--- src/rtl/dram_arb_pkg.sv ---
// Shared types and constants for the DRAM round-robin arbiter.
// Holds the FSM state encoding, the out-of-range read pattern and the default DRAM depth.
package dram_arb_pkg;

    typedef enum logic [1:0] {
        IDLE,
        ACCESS,
        CAPTURE,
        DONE
    } state_t;

    localparam logic [15:0] ERR_DATA          = 16'hDEAD;
    localparam int          DEFAULT_MEM_DEPTH = 1025;

    // Next requester index after idx, wrapping back to 0 after n-1.
    function automatic int wrap_inc(input int idx, input int n);
        return (idx + 1 >= n) ? 0 : idx + 1;
    endfunction

endpackage

--- src/rtl/dram_arbiter_rr_picker.sv ---
// Combinational round-robin picker: returns the first set request bit at or above
// ptr, wrapping from NUM_CORES-1 back to 0, plus a flag saying whether any bit was set.
module rr_picker #(
    parameter int NUM_CORES = 4,
    parameter int IDX_W     = 2
) (
    input  logic [NUM_CORES-1:0] req,
    input  logic [IDX_W-1:0]     ptr,
    output logic [IDX_W-1:0]     winner,
    output logic                 found
);

    int cand;

    // Walk from the farthest offset down to ptr so the nearest set bit is written last.
    always_comb begin
        winner = '0;
        found  = 1'b0;
        cand   = 0;
        for (int off = NUM_CORES - 1; off >= 0; off--) begin
            cand = int'(ptr) + off;
            if (cand >= NUM_CORES) begin
                cand = cand - NUM_CORES;
            end
            if (req[cand[IDX_W-1:0]]) begin
                winner = cand[IDX_W-1:0];
                found  = 1'b1;
            end
        end
    end

endmodule

--- src/rtl/dram_arbiter.sv ---
// Round-robin arbiter giving NUM_CORES requesters single-access turns on a shared DRAM port.
// Optional feature: define DRAM_ARB_BOUNDS_CHECK_EN to block and flag accesses at or above MEM_DEPTH.
module dram_arbiter
    import dram_arb_pkg::*;
#(
    parameter int NUM_CORES = 4,
    parameter int ADDR_W    = 16,
    parameter int DATA_W    = 16,
    parameter int MEM_DEPTH = DEFAULT_MEM_DEPTH
) (
    input  logic                        clk,
    input  logic                        rst_n,
    input  logic [NUM_CORES-1:0]        req,
    input  logic [NUM_CORES-1:0]        we,
    input  logic [NUM_CORES*ADDR_W-1:0] addr,
    input  logic [NUM_CORES*DATA_W-1:0] wdata,
    output logic [NUM_CORES-1:0]        ack,
    output logic [DATA_W-1:0]           rdata,
    output logic                        err,
    output logic                        busy,
    output logic                        mem_we,
    output logic [ADDR_W-1:0]           mem_addr,
    output logic [DATA_W-1:0]           mem_wdata,
    input  logic [DATA_W-1:0]           mem_rdata
);

    localparam int IDX_W = (NUM_CORES > 1) ? $clog2(NUM_CORES) : 1;

    state_t             state;
    state_t             next_state;
    logic [IDX_W-1:0]   ptr;
    logic [IDX_W-1:0]   cur;
    logic               lat_we;
    logic [IDX_W-1:0]   pick_idx;
    logic               pick_found;
    logic [ADDR_W-1:0]  addr_arr  [NUM_CORES];
    logic [DATA_W-1:0]  wdata_arr [NUM_CORES];
    logic [ADDR_W-1:0]  pick_addr;
    logic               pick_blocked;

    for (genvar i = 0; i < NUM_CORES; i++) begin : g_unpack
        assign addr_arr[i]  = addr[i*ADDR_W +: ADDR_W];
        assign wdata_arr[i] = wdata[i*DATA_W +: DATA_W];
    end

    rr_picker #(
        .NUM_CORES (NUM_CORES),
        .IDX_W     (IDX_W)
    ) u_picker (
        .req    (req),
        .ptr    (ptr),
        .winner (pick_idx),
        .found  (pick_found)
    );

    assign pick_addr = addr_arr[pick_idx];

`ifdef DRAM_ARB_BOUNDS_CHECK_EN
    logic lat_oob;
    logic err_q;

    assign pick_blocked = (int'(pick_addr) >= MEM_DEPTH);
    assign err          = err_q;
`else
    assign pick_blocked = 1'b0;
    assign err          = 1'b0;
`endif

    assign busy = (state != IDLE);

    always_ff @(posedge clk or negedge rst_n) begin
        if (!rst_n) begin
            state <= IDLE;
        end else begin
            state <= next_state;
        end
    end

    always_comb begin
        next_state = state;
        case (state)
            IDLE:    if (pick_found) next_state = ACCESS;
            ACCESS:  next_state = CAPTURE;
            CAPTURE: next_state = DONE;
            DONE:    next_state = IDLE;
            default: next_state = IDLE;
        endcase
    end

    // mem_we is a one-cycle pulse covering ACCESS only; address and data stay parked afterwards.
    always_ff @(posedge clk or negedge rst_n) begin
        if (!rst_n) begin
            ptr       <= '0;
            cur       <= '0;
            lat_we    <= 1'b0;
            ack       <= '0;
            rdata     <= '0;
            mem_we    <= 1'b0;
            mem_addr  <= '0;
            mem_wdata <= '0;
`ifdef DRAM_ARB_BOUNDS_CHECK_EN
            lat_oob   <= 1'b0;
            err_q     <= 1'b0;
`endif
        end else begin
            ack    <= '0;
            mem_we <= 1'b0;
`ifdef DRAM_ARB_BOUNDS_CHECK_EN
            err_q  <= 1'b0;
`endif
            case (state)
                IDLE: begin
                    if (pick_found) begin
                        cur       <= pick_idx;
                        lat_we    <= we[pick_idx];
                        mem_we    <= we[pick_idx] & ~pick_blocked;
                        mem_addr  <= pick_addr;
                        mem_wdata <= wdata_arr[pick_idx];
`ifdef DRAM_ARB_BOUNDS_CHECK_EN
                        lat_oob   <= pick_blocked;
`endif
                    end
                end
                CAPTURE: begin
                    ack[cur] <= 1'b1;
                    ptr      <= IDX_W'(wrap_inc(int'(cur), NUM_CORES));
`ifdef DRAM_ARB_BOUNDS_CHECK_EN
                    if (lat_oob) begin
                        rdata <= DATA_W'(ERR_DATA);
                        err_q <= 1'b1;
                    end else if (!lat_we) begin
                        rdata <= mem_rdata;
                    end
`else
                    if (!lat_we) begin
                        rdata <= mem_rdata;
                    end
`endif
                end
                default: begin
                end
            endcase
        end
    end

endmodule

--- config.mk ---
export PLATFORM = sky130hd
export DESIGN_NAME = dram_arbiter
export DESIGN_NICKNAME = d
export VERILOG_FILES = /design/src/rtl/dram_arb_pkg.sv /design/src/rtl/dram_arbiter_rr_picker.sv /design/src/rtl/dram_arbiter.sv
export SDC_FILE = /design/constraint.sdc
export NUM_CORES = 1
export LEC_CHECK = 0
export ABC_CLOCK_PERIOD_IN_PS = 4800
export CAP_MARGIN = 20
export CORE_MARGIN = 2
export CORE_UTILIZATION = 40
export CTS_CLUSTER_DIAMETER = 150
export CTS_CLUSTER_SIZE = 16
export DETAILED_ROUTE_END_ITERATION = 12
export MAX_ROUTING_LAYER = met4
export PLACE_DENSITY_LB_ADDON = 0.25
export SYNTH_ARGS = -nofsm -noshare
export SYNTH_HDL_FRONTEND = slang
export SYNTH_HIERARCHICAL = 1
export SYNTH_SLANG_ARGS = --single-unit
--- constraint.sdc ---
create_clock -name clk -period 4.8 [get_ports clk]
set_input_delay 0.48 -clock clk [delete_from_list [all_inputs] [get_ports clk]]
set_output_delay 0.48 -clock clk [all_outputs]
set_load 0.01 [all_outputs]
==> run_1/pinout.png <==
The bar under the picture is 20 um long. Pins as bars across the die edge, other pins in gray.
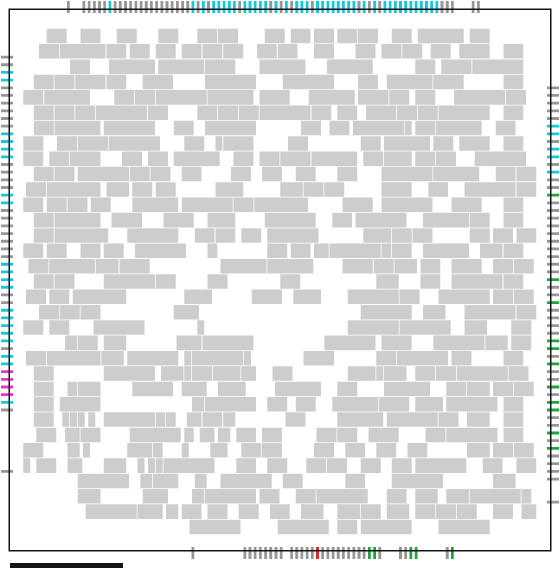
legend:
  green:
    port: rdata
    pins: 16
    direction: output
    edge: 11 right, 5 bottom
  red:
    port: mem_we
    pins: 1
    direction: output
    edge: bottom
  cyan:
    port: wdata
    pins: 64
    direction: input
    edge: 39 top, 20 left, 5 right
  magenta:
    port: req
    pins: 4
    direction: input
    edge: left
all pins by edge: 75 top, 53 right, 48 left, 33 bottom
PortBufs: 207
Die Y: 95.7 um
Die Span X: 95.7 um

==> run_1/util_map.png <==
10 x 10 tiles, from white (low) to dark blue (high), 0 to 100% covered.
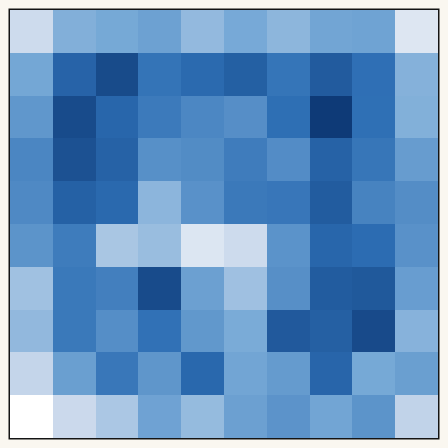
emptiest ninth of the die: lower left
nearly empty tiles: 1.0%
densest ninth of the die: middle right
mean over tiles: 60%
fullest tile: 96%
tiles over 75% full: 24%

==> flow_summary.ini, run 1 <==
; implementation run metrics
[worst_setup_path]
r2r_cells = 5
cp-start-kind = primary input
crit_required_ns = 5.00
endpoint_kind = flip-flop
critPathBufInv = 2
slowest_delay_ns = 0.60
cp.arrival_ns = 2.93
timing_worst_setup_path_type = primary input to flip-flop

[layout]
lay_top_cells = clkdlybuf4s50_1, dfrtp_1, mux4_2, mux2_4, mux2_2
layout.nonclk_buf_frac = 0.373
seqCellArea_mm2 = 0.00150
drive_gt1_frac = 0.238
inv_count = 5
n_antenna_cell = 0
top_regs = mem_addr (16), mem_wdata (16), rdata (16)
layout.cells.non_filler = 521
clock_area_frac = 0.0287
area_growth_pct = 68.1

[global_route]
grt_pass1_wl_mm = 13.6
antenna_found_initial = 0

[clock_tree]
numCtsBuffers = 9
clock-root-buffer = clkbuf_8

[outcome]
status = completed

[pwr]
power_w = 0.00307
ir_worst_vdd_v = 0.000401
p_per_area_mw_per_mm2 = 542
p_clk_w = 0.000385
p_sw_frac = 0.312

[synthesis]
top_cell_area_share = 0.446
yosysWarningCount = 6
synthSimpleGateAreaFrac = 0.0331

[run]
warning_count = 31

[final_timing]
drv_slew = 0
worst_slew_pin_slew_ns = 0.993
period_used_share = 0.568
setup_violations = 0

[routing]
routedWlPerCell_um = 17.8
drc = 0

[die]
rows = 33
==> run_1/closeup.png <==
Region (62, 62) to (82, 82) um. Cells in gray, sequential cells in the stronger gray; small squares are vias.
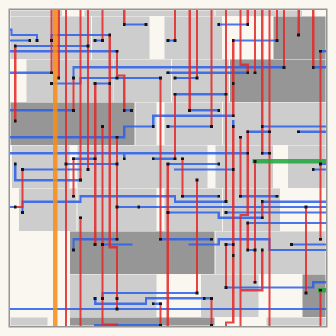
legend:
  green:
    layer: M3
  red:
    layer: M2
  orange:
    layer: M4
  blue:
    layer: M1
most frequent: clkdlybuf4s50_1 (11)
netlist names of flops here include: mem_wdata (3)
cells with their middle in the window: 22
sequential cells in the window: 3

[run 1: metal layers]
metal | GRT usage | wire length (um) | vias up
met5 | - | 0 | -
met3 | 0.0532 | 664 | 10
met4 | 0.0714 | 181 | 0
met2 | 0.360 | 4950 | 122
li1 | - | - | 1192
met1 | 0.229 | 3460 | 1315
[run 1: cell usage after synthesis]
library cell	n
buf_2	6
nand3b_1	1
buf_4	2
nand3_1	2
inv_1	5
o221ai_1	1
mux2_4	27
o22ai_1	1
a21bo_2	1
mux2_2	24
nor3b_1	1
nand2_1	2
ha_1	7
and2_1	5
mux2i_1	4
a21oi_1	1
nor2b_1	2
buf_6	1
nor2_1	6
mux4_2	27
mux4_1	5
buf_12	3
a211oi_1	1
dfrtp_1	60
nand2b_1	2
o21ai_0	2
conb_1	1
a211oi_2	1
clkbuf_1	3
==> run 1 -> run 2 <==
- ABC_CLOCK_PERIOD_IN_PS: 4800 -> 2800
- CORE_UTILIZATION: 40 -> 37
- clock period: 4.8 -> 2.8 ns (I/O delays scaled with it)
==> run_2/pinout.png <==
The bar under the picture is 20 um long. Pins as bars across the die edge, other pins in gray.
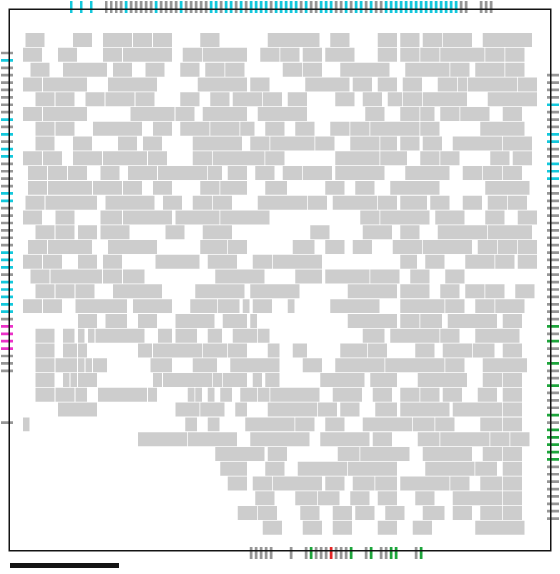
legend:
  magenta:
    port: req
    pins: 4
    direction: input
    edge: left
  red:
    port: mem_we
    pins: 1
    direction: output
    edge: bottom
  green:
    port: rdata
    pins: 16
    direction: output
    edge: 10 right, 6 bottom
  cyan:
    port: wdata
    pins: 64
    direction: input
    edge: 43 top, 15 left, 6 right

==> flow_summary.ini, run 2 <==
; implementation run metrics
[die]
rows = 34
die_w_um = 99.4
dieHeight_um = 99.4

[pwr]
ir_worst_vdd_v = 0.000537
p_sw_frac = 0.313
p_per_area_mw_per_mm2 = 960
power_w = 0.00553
p_clk_w = 0.000872

[synthesis]
yosys.area.top_type = dfrtp_1
most_common_cell = dfrtp_1
yosys_most_used_dff = dfrtp_1
edf_count = 0
top_cell_area_share = 0.446
async_flop_share = 1.00
yosysWarningCount = 6
ys.flops = 60
ys_top_cells_by_count = dfrtp_1, mux2_4, mux4_2
synthSimpleGateAreaFrac = 0.0331
synthCells = 204
synth_nets = 365

[final_timing]
period_needed_ns = 2.50
drv_slew = 0
period_used_share = 0.895
setup_violations = 0
hold_viol_final = 0
worst_slew_pin_slew_ns = 1.05
timing.hold.ws_ns = 0.509
relSlewSlack = 0.295

[routing]
drc = 0
viasPerCell = 5.05
routedWlPerCell_um = 18.2

[layout]
n_antenna_cell = 0
drive_gt1_frac = 0.251
lay_top_cells = clkdlybuf4s50_1, dfrtp_1, mux4_2, mux2_4, mux2_2
top_regs = mem_addr (16), mem_wdata (16), rdata (16)
lay_top_count = clkdlybuf4s50_1

[clock_tree]
cts_tree = built
clockBufferDepth = 2
numCtsBuffers = 9

[worst_setup_path]
endpoint_kind = flip-flop
slowest_delay_ns = 0.81
r2r_cells = 5
r2r-end = mem_wdata[4]
critPathBufInv = 0
cp-start-kind = flip-flop
crit_required_ns = 3.02

[outcome]
status = completed

[run]
warning_count = 31

[placement]
port-buffer-count = 207

[global_route]
grt_pass1_wl_mm = 14.9
antenna_found_initial = 0
==> run_2/sizing.png <==
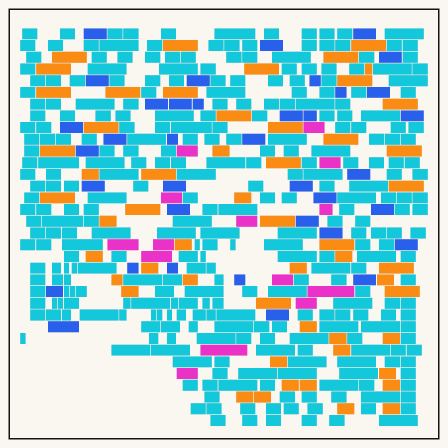
legend:
  orange:
    size: x2
    cells: 54
    share: 13%
  magenta:
    size: x6 and larger
    cells: 14
    share: 3.3%
  blue:
    size: x3 and x4
    cells: 37
    share: 8.8%
  cyan:
    size: x1 and smaller
    cells: 314
    share: 75%
Layout area overhead: 71.2%
final instance area: 0.00576 mm^2
bufs w/o clock: 214

run 2: cell counts after synthesis:
Identical to the previous run, type by type.
run 2: final cells by class:
type | count | area [um^2]
multi-input combinational | 124 | 1730
sequential | 60 | 1500
clock inverter | 7 | 100
fill | 672 | 3000
inverter | 5 | 18.8
tap | 108 | 135
clock buffer | 9 | 124
timing repair buffer | 214 | 2150
run 2: metal layers:
layer / vias to the layer above / global-route usage / part of all wire
met1: 1324 / 0.249 / 0.39
li1: 1195 / - / -
met4: 0 / 0.0832 / 0.027
met5: - / - / 0
met2: 127 / 0.330 / 0.51
met3: 17 / 0.0436 / 0.072
run 2: what timing repair did:
item / in CTS / in global routing
setup buffers: 0 / 0
hold endpoints to repair: 26 / 0
hold buffers: 1 / 0
==> run 2 -> run 3 <==
- ABC_CLOCK_PERIOD_IN_PS: 2800 -> 3200
- CAP_MARGIN: 20 -> not set
- CORE_UTILIZATION: 37 -> 40
- HOLD_SLACK_MARGIN: not set -> 0.15
- clock period: 2.8 -> 3.2 ns (I/O delays scaled with it)
==> run_3/closeup.png <==
Region (62, 62) to (82, 82) um. Cells in gray, sequential cells in the stronger gray; small squares are vias.
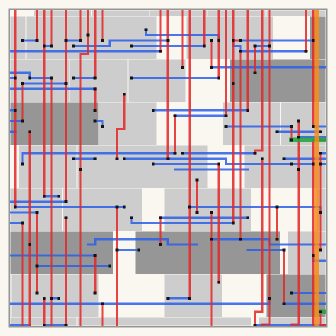
legend:
  red:
    layer: M2
  green:
    layer: M3
  orange:
    layer: M4
  blue:
    layer: M1
netlist names of flops here include: mem_wdata (4)
most frequent: clkdlybuf4s50_1 (7), mux2_4 (4), dfrtp_1 (4)
cells with their middle in the window: 19
sequential cells in the window: 4

==> flow_summary.ini, run 3 <==
; implementation run metrics
[outcome]
status = completed

[layout]
comb_share = 0.301
drive_gt1_frac = 0.251
comb_cells = 124
layout.nonclk_buf_frac = 0.375
n_all_buffers = 214
top_regs = mem_addr (16), mem_wdata (16), rdata (16)
clock_area_frac = 0.0374
area_dominant_class = non-clock buffers
fin_area_mm2 = 0.00576
lay_top_cells = clkdlybuf4s50_1, dfrtp_1, mux4_2, mux2_4, mux2_2
flop-count = 60
n_antenna_cell = 0
layout.cells.non_filler = 524
seqCellArea_mm2 = 0.00150
lay_top_count = clkdlybuf4s50_1
logic_area_mm2 = 0.00173
nClkBuffers = 9
area_growth_pct = 71.2
seq_share = 0.261
nFillCells = 559
inv_count = 5

[global_route]
grtUsageMet1 = 0.236
grt_use_met2 = 0.341
grt_pass1_wl_mm = 13.2
grt_busiest_layer = met2
antenna_found_initial = 0
grt_util_met3 = 0.0392

[routing]
drc = 0
wl_met1_mm = 3.44
highest_layer = met4
routedWlPerCell_um = 17.4
wl_met3_um = 646
first_pass_iters = 4
viasPerCell = 4.95
dr_wl_met2_mm = 4.92

[clock_tree]
holdBufCountCts = 1
cts_tree = built
clockBufferDepth = 2
numCtsBuffers = 9
clock-sinks = 60
cts.clk_slew.worst_paths_ns = 0.07
clock-root-buffer = clkbuf_8
post_cts_buffers = 0

[placement]
dp.cells = 507
port-buffer-count = 207
dpl.hpwl_mm = 7.27

[synthesis]
netlist-cell-type-count = 29
yosysWarningCount = 6
yosys_most_used_dff = dfrtp_1
yosys.area_share.aoi = 0.0178
ys.flops = 60
async_flop_share = 1.00
ys_top_cells_by_count = dfrtp_1, mux2_4, mux4_2
synthCells = 204
synth_nets = 365
topCellsByArea = dfrtp_1, mux4_2, mux2_4, mux2_2, mux4_1
most_common_cell = dfrtp_1
synthSimpleGateAreaFrac = 0.0331
edf_count = 0
top_cell_area_share = 0.446

[die]
dieHeight_um = 95.7
rows = 33
die_w_um = 95.7
nWellTaps = 105
coreArea_mm2 = 0.00818

[worst_setup_path]
slowest_delay_ns = 0.57
endpoint_kind = flip-flop
critPathBufInv = 2
cp-start-kind = primary input
cp.arrival_ns = 2.43
timing_worst_setup_path_type = primary input to flip-flop
crit_required_ns = 3.41

[pwr]
ir_worst_vdd_v = 0.000446
p_per_area_mw_per_mm2 = 833
power_w = 0.00480

[final_timing]
fin_ws_ns = 0.987
setup_violations = 0
drv_slew = 0
worst_slew_pin_slew_ns = 0.640
period_needed_ns = 2.21
period_used_share = 0.692
hold_viol_final = 0
relSlewSlack = 0.573
timing.hold.ws_ns = 0.508

[run]
warning_count = 31
==> run_3/pinout.png <==
The bar under the picture is 20 um long. Pins as bars across the die edge, other pins in gray.
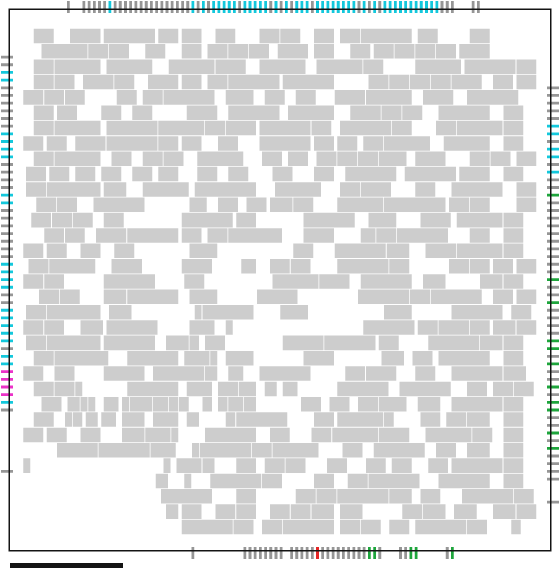
legend:
  red:
    port: mem_we
    pins: 1
    direction: output
    edge: bottom
  magenta:
    port: req
    pins: 4
    direction: input
    edge: left
  green:
    port: rdata
    pins: 16
    direction: output
    edge: 11 right, 5 bottom
  cyan:
    port: wdata
    pins: 64
    direction: input
    edge: 39 top, 20 left, 5 right

## run 3: where the power goes
part / internal [W] / switching [W]
combinational: 0.00175 / 0.000947
sequential: 0.00115 / 0.000216
clock: 0.000435 / 0.000304
total: 0.00333 / 0.00147
## run 3: cells by family after synthesis
family	after synthesis
mux	87
simple gates	21
fa+ha+maj	7
flops	60
compound gates	8
buf+inv	20
other cells	1
## run 3: worst paths after layout
kind / startpoint / to / slack (ns) / depth (start not counted)
setup / recovery: req[3] / mem_wdata[4] / 0.99 / 6
hold / removal: rdata[6] / rdata[6] / 0.51 / 1
setup reg to reg: ptr[1] / mem_wdata[4] / 1.00 / 5
hold reg to reg: rdata[6] / rdata[6] / 0.51 / 1
max in group asynchronous: rst_n / mem_addr[11] / 1.76 / 3
min in group asynchronous: rst_n / rdata[15] / 0.55 / 2
Power and IR drop assume default switching activity.
